===== config.mk =====
export PLATFORM = sky130hd
export DESIGN_NAME = gesummv_ctrl_flat
export DESIGN_NICKNAME = d
export VERILOG_FILES = /design/src/rtl/gesummv_ctrl_if.sv /design/src/rtl/gesummv_ctrl.sv /design/src/flat_wrapper.sv
export SDC_FILE = /design/constraint.sdc
export NUM_CORES = 1
export LEC_CHECK = 0
export CORE_MARGIN = 5
export CORE_UTILIZATION = 45
export CTS_BUF_LIST = sky130_fd_sc_hd__clkbuf_2 sky130_fd_sc_hd__clkbuf_4 sky130_fd_sc_hd__clkbuf_8
export CTS_CLUSTER_SIZE = 20
export DETAILED_ROUTE_END_ITERATION = 10
export PLACE_DENSITY = 0.64
export SYNTH_ARGS = -nofsm -noshare
export SYNTH_HDL_FRONTEND = slang
export SYNTH_SLANG_ARGS = --single-unit
export TNS_END_PERCENT = 5

===== constraint.sdc =====
create_clock -name clk -period 4.8 [get_ports clk]
set_input_delay 0.96 -clock clk [delete_from_list [all_inputs] [get_ports clk]]
set_output_delay 0.96 -clock clk [all_outputs]
set_load 0.1 [all_outputs]

===== src/rtl/gesummv_ctrl_if.sv =====
// ============================================================================
// Module      : gesummv_ctrl_if
// Description : Start/operand-fetch/result bundle for the GESUMMV controller.
// Revision    : 1.0 - initial release
// ============================================================================
`default_nettype none

interface gesummv_ctrl_if;
    logic        start;
    logic [3:0]  alpha;
    logic [3:0]  beta;
    logic        mem_rd;
    logic [3:0]  mem_addr;
    logic [3:0]  a_data;
    logic [3:0]  b_data;
    logic [3:0]  x_data;
    logic [15:0] y_data;
    logic [1:0]  y_idx;
    logic        y_valid;
    logic        y_ready;
    logic        busy;
    logic        done;

    // Controller side
    modport slave (
        input  start, alpha, beta, a_data, b_data, x_data, y_ready,
        output mem_rd, mem_addr, y_data, y_idx, y_valid, busy, done
    );

    // Requester / operand store / result consumer side
    modport master (
        output start, alpha, beta, a_data, b_data, x_data, y_ready,
        input  mem_rd, mem_addr, y_data, y_idx, y_valid, busy, done
    );
endinterface

`default_nettype wire


===== src/rtl/gesummv_ctrl.sv =====
// ============================================================================
// Module      : gesummv_ctrl
// Description : Row-serial y = alpha*A*x + beta*B*x controller, 4x4 operands.
// Revision    : 1.0 - initial release
// ============================================================================
`default_nettype none

module gesummv_ctrl #(
    parameter int N = 4
) (
    input  logic             clk,
    input  logic             rst_n,
    gesummv_ctrl_if.slave    bus
);

    localparam logic [1:0] c_LAST_COL = 2'(N - 1);
    localparam logic [1:0] c_LAST_ROW = 2'(N - 1);

    typedef enum logic [2:0] {
        S_IDLE  = 3'd0,
        S_READ  = 3'd1,
        S_LAST  = 3'd2,
        S_SCALE = 3'd3,
        S_OUT   = 3'd4,
        S_DONE  = 3'd5
    } state_t;

    state_t      state_q, state_d;
    logic [1:0]  row_q, row_d;
    logic [1:0]  col_q, col_d;
    logic [3:0]  alpha_q, alpha_d;
    logic [3:0]  beta_q, beta_d;
    logic [9:0]  acc_a_q, acc_a_d;
    logic [9:0]  acc_b_q, acc_b_d;
    logic [15:0] y_q, y_d;
    logic [1:0]  yidx_q, yidx_d;
    logic        rd_q;

    logic        w_rd;
    logic [7:0]  w_pa;
    logic [7:0]  w_pb;
    logic [13:0] w_sa;
    logic [13:0] w_sb;
    logic [14:0] w_sum;

    assign w_rd  = (state_q == S_READ);
    assign w_pa  = bus.a_data * bus.x_data;
    assign w_pb  = bus.b_data * bus.x_data;
    assign w_sa  = alpha_q * acc_a_q;
    assign w_sb  = beta_q * acc_b_q;
    assign w_sum = {1'b0, w_sa} + {1'b0, w_sb};

    always_ff @(posedge clk or negedge rst_n) begin
        if (!rst_n) begin
            state_q <= S_IDLE;
            row_q   <= 2'd0;
            col_q   <= 2'd0;
            alpha_q <= 4'd0;
            beta_q  <= 4'd0;
            acc_a_q <= 10'd0;
            acc_b_q <= 10'd0;
            y_q     <= 16'd0;
            yidx_q  <= 2'd0;
            rd_q    <= 1'b0;
        end else begin
            state_q <= state_d;
            row_q   <= row_d;
            col_q   <= col_d;
            alpha_q <= alpha_d;
            beta_q  <= beta_d;
            acc_a_q <= acc_a_d;
            acc_b_q <= acc_b_d;
            y_q     <= y_d;
            yidx_q  <= yidx_d;
            rd_q    <= w_rd;
        end
    end

    always_comb begin
        state_d = state_q;
        row_d   = row_q;
        col_d   = col_q;
        alpha_d = alpha_q;
        beta_d  = beta_q;
        acc_a_d = acc_a_q;
        acc_b_d = acc_b_q;
        y_d     = y_q;
        yidx_d  = yidx_q;

        // Operands arrive one cycle after the strobe, so the delayed strobe
        // (not the state) qualifies accumulation; this covers the LAST cycle.
        if (rd_q) begin
            acc_a_d = acc_a_q + {2'b00, w_pa};
            acc_b_d = acc_b_q + {2'b00, w_pb};
        end

        case (state_q)
            S_IDLE: begin
                if (bus.start) begin
                    alpha_d = bus.alpha;
                    beta_d  = bus.beta;
                    row_d   = 2'd0;
                    col_d   = 2'd0;
                    acc_a_d = 10'd0;
                    acc_b_d = 10'd0;
                    state_d = S_READ;
                end
            end
            S_READ: begin
                // col stays at the last index so mem_addr holds while idle
                if (col_q == c_LAST_COL) begin
                    state_d = S_LAST;
                end else begin
                    col_d = col_q + 2'd1;
                end
            end
            S_LAST: begin
                state_d = S_SCALE;
            end
            S_SCALE: begin
                y_d     = {1'b0, w_sum};
                yidx_d  = row_q;
                state_d = S_OUT;
            end
            S_OUT: begin
                if (bus.y_ready) begin
                    if (row_q == c_LAST_ROW) begin
                        state_d = S_DONE;
                    end else begin
                        row_d   = row_q + 2'd1;
                        col_d   = 2'd0;
                        acc_a_d = 10'd0;
                        acc_b_d = 10'd0;
                        state_d = S_READ;
                    end
                end
            end
            S_DONE: begin
                state_d = S_IDLE;
            end
            default: begin
                state_d = S_IDLE;
            end
        endcase
    end

    assign bus.mem_rd   = w_rd;
    assign bus.mem_addr = {row_q, col_q};
    assign bus.y_data   = y_q;
    assign bus.y_idx    = yidx_q;
    assign bus.y_valid  = (state_q == S_OUT);
    assign bus.busy     = (state_q != S_IDLE);
    assign bus.done     = (state_q == S_DONE);

endmodule

`default_nettype wire


===== src/flat_wrapper.sv =====
// flat-port wrapper written by rule: the top's interface ports become plain ports
module gesummv_ctrl_flat 
#(
    parameter int N = 4
)
  (clk, rst_n, bus_start, bus_alpha, bus_beta, bus_a_data, bus_b_data, bus_x_data, bus_y_ready, bus_mem_rd, bus_mem_addr, bus_y_data, bus_y_idx, bus_y_valid, bus_busy, bus_done);
  gesummv_ctrl_if bus_i ();
  input  logic clk;
  input  logic rst_n;
  input wire logic [$bits(bus_i.start)-1:0] bus_start;
  input wire logic [$bits(bus_i.alpha)-1:0] bus_alpha;
  input wire logic [$bits(bus_i.beta)-1:0] bus_beta;
  input wire logic [$bits(bus_i.a_data)-1:0] bus_a_data;
  input wire logic [$bits(bus_i.b_data)-1:0] bus_b_data;
  input wire logic [$bits(bus_i.x_data)-1:0] bus_x_data;
  input wire logic [$bits(bus_i.y_ready)-1:0] bus_y_ready;
  output wire logic [$bits(bus_i.mem_rd)-1:0] bus_mem_rd;
  output wire logic [$bits(bus_i.mem_addr)-1:0] bus_mem_addr;
  output wire logic [$bits(bus_i.y_data)-1:0] bus_y_data;
  output wire logic [$bits(bus_i.y_idx)-1:0] bus_y_idx;
  output wire logic [$bits(bus_i.y_valid)-1:0] bus_y_valid;
  output wire logic [$bits(bus_i.busy)-1:0] bus_busy;
  output wire logic [$bits(bus_i.done)-1:0] bus_done;
  assign bus_i.start = bus_start;
  assign bus_i.alpha = bus_alpha;
  assign bus_i.beta = bus_beta;
  assign bus_i.a_data = bus_a_data;
  assign bus_i.b_data = bus_b_data;
  assign bus_i.x_data = bus_x_data;
  assign bus_i.y_ready = bus_y_ready;
  assign bus_mem_rd = bus_i.mem_rd;
  assign bus_mem_addr = bus_i.mem_addr;
  assign bus_y_data = bus_i.y_data;
  assign bus_y_idx = bus_i.y_idx;
  assign bus_y_valid = bus_i.y_valid;
  assign bus_busy = bus_i.busy;
  assign bus_done = bus_i.done;
  gesummv_ctrl #(.N(N)) u_core (.clk(clk), .rst_n(rst_n), .bus(bus_i));
endmodule

Register map, names as in the netlist:
Bar = 50 um. Other sequential cells in the stronger grey, the rest of the logic in the fainter grey.
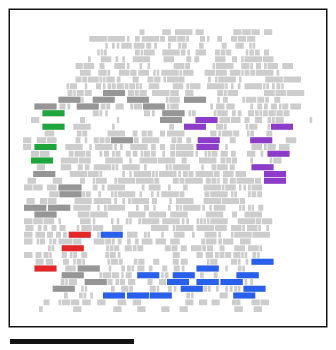
Blue stands for u_core.bus.y_data, flops 15. Red stands for u_core.state_q, flops 3. Green stands for u_core.beta_q, flops 4, where west. Purple stands for u_core.acc_a_q, flops 10, where east.
Another 21 sequential cells are not coloured.

The clock network:
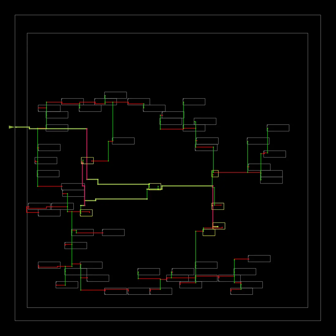
Clock Skew: 0.00535 ns
clk_lat worst skew: 0.31 ns
cts bufs inserted: 5

Placement by cell class:
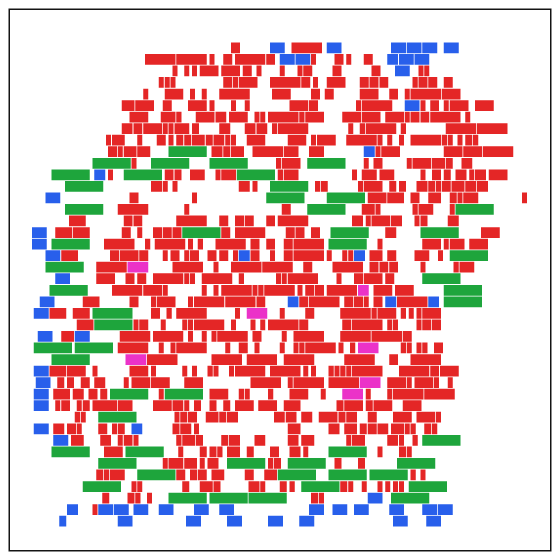
Blue stands for remaining buffers and delay cells, cells 58, share of their area 8.2%. Red stands for remaining logic cells, cells 597, share of their area 71%. Magenta stands for clock drivers and dummy loads, cells 7, share of their area 1.3%. Green stands for sequential cells, cells 53, share of their area 20%.
Core Footprint: 0.0133 mm2
Final Util: 0.522
Rows: 42
flop share of the area: 0.190
final design instance area without fill: 0.00697 mm2

==> GITHUB_STEP_SUMMARY <==
## Implementation flow summary

| Metric | Value |
|---|---|
| Max reg flops | `15` |
| Multi-input logic area | `0.00437 mm2` |
| Max-slew headroom | `0.351` |
| Status | `finished clean` |
| Sequential area share after synthesis | `0.214` |
| Avg WL per Cell | `13.7 um` |
| DP HPWL | `10.1 mm` |
| Total negative slack | `0 ns` |
| Grt total ovfl | `0` |
| Crit path DAT | `4.81 ns` |
| Xor/xnor share | `0.0184` |
| Worst EP required | `5.05 ns` |
| Synth Cell Area | `0.00618 mm2` |
| DR pass1 iterations | `4` |
| Commonest Layout Cell | `inv_1` |
| # nets final | `876` |
| Area after DPL | `0.00688 mm2` |
| Initial antenna violation count | `0` |
| Hold Crit Class | `flop to flop` |
| Ys cells | `670` |
| Slew @ Worst Pin | `0.970 ns` |
| Worst setup EP type | `flop` |
| Fin crit share | `0.949` |
| DRC Markers | `0` |
| Count of tool warnings | `26` |
| Clk sinks | `53` |
| Post-CTS Setup Bufs | `0` |
| Area reported by Yosys stat | `0.00618 mm2` |
| Worst-path clk slew | `0.09 ns` |
| Die width | `127 um` |
| DRT Wirelength | `12.2 mm` |
| Dominant Register Cell | `dfrtp_1` |
| Root buf cell | `clkbuf_8` |
| Fill count | `1290` |
| # diodes | `0` |
| Post-route antenna net violation count | `0` |
| Fin crit period | `4.55 ns` |
[final cells by class]
type	count	share of cell area
clock buffer	7	0.0129
inverter	110	0.0592
multi-input combinational	487	0.627
sequential	53	0.190
tap	176	0.0316
timing repair buffer	58	0.0790
[synth_stat cells (2+ instances only)]
library cell,count,area (um2)
inv_1,110,413
and2_1,81,507
fa_1,72,1440
nand2_1,67,251
ha_1,65,813
dfrtp_1,53,1330
nor2_1,36,135
o21ai_0,19,95.1
mux2i_1,16,160
a211oi_1,13,97.6
a21oi_1,13,65.1
a21o_1,11,82.6
clkbuf_1,11,41.3
nor3_1,11,55.1
mux2_2,9,101
buf_2,8,40.0
xor2_1,8,70.1
nand3_1,7,35.0
and3_1,6,37.5
nand2b_1,6,37.5
xnor2_1,5,43.8
o211ai_1,3,22.5
o21bai_1,3,22.5
a22oi_1,2,15.0
a32oi_1,2,17.5
nor3b_1,2,15.0
o22ai_1,2,12.5
o31ai_1,2,15.0
or2_2,2,12.5
or3_1,2,12.5
[worst max-delay path, cell delays in order, from the launching register on]
cell and delay, ns:
dfrtp_2 0.49, and2_1 0.20, fa_1 0.53, inv_1 0.05, fa_1 0.53, inv_1 0.05
fa_1 0.47, inv_1 0.05, fa_1 0.51, inv_1 0.06, ha_1 0.28, a211oi_1 0.30
o21ai_0 0.24, o221a_2 0.39, a211o_1 0.30, nand3_1 0.07
[routing by layer]
layer | global-route usage | share of wire | vias up | routed length, um
met5 | 0 | 0 | - | 0
met4 | 0.0227 | 0.0084 | 0 | 102
met3 | 0.0246 | 0.033 | 12 | 400
met2 | 0.273 | 0.50 | 61 | 6090
met1 | 0.223 | 0.46 | 2280 | 5580
li1 | - | - | 2246 | -
[final timing paths]
check / startpoint / endpoint / slack [ns] / cells after the start
worst min register to register: u_core.bus.y_data[0]$_DFFE_PN0N_ / u_core.bus.y_data[0]$_DFFE_PN0N_ / 0.49 / 2
min in group asynchronous: rst_n / u_core.row_q[1]$_DFFE_PN0P_ / 0.76 / 2
worst max register to register: u_core.alpha_q[2]$_DFFE_PN0P_ / u_core.bus.y_data[13]$_DFFE_PN0N_ / 0.25 / 15
worst max-delay path: u_core.alpha_q[2]$_DFFE_PN0P_ / u_core.bus.y_data[13]$_DFFE_PN0N_ / 0.25 / 15
worst min-delay path: u_core.bus.y_data[0]$_DFFE_PN0N_ / u_core.bus.y_data[0]$_DFFE_PN0N_ / 0.49 / 2
max in group asynchronous: rst_n / u_core.alpha_q[2]$_DFFE_PN0P_ / 3.57 / 2
[stage by stage]
step / worst slack [ns] / cells
2_1_floorplan: 0.502 / 670
4_1_cts: 0.201 / 891
3_3_place_gp: 0.162 / 884
6_report: 0.246 / 891
5_1_grt: 0.0109 / 891
3_5_place_dp: 0.0656 / 884
[timing repair]
| item | CTS | global route |
|---|---|---|
| setup endpoints to repair | 0 | 1 |
| resized | 0 | 1 |
| endpoints found under the hold margin | 0 | 0 |
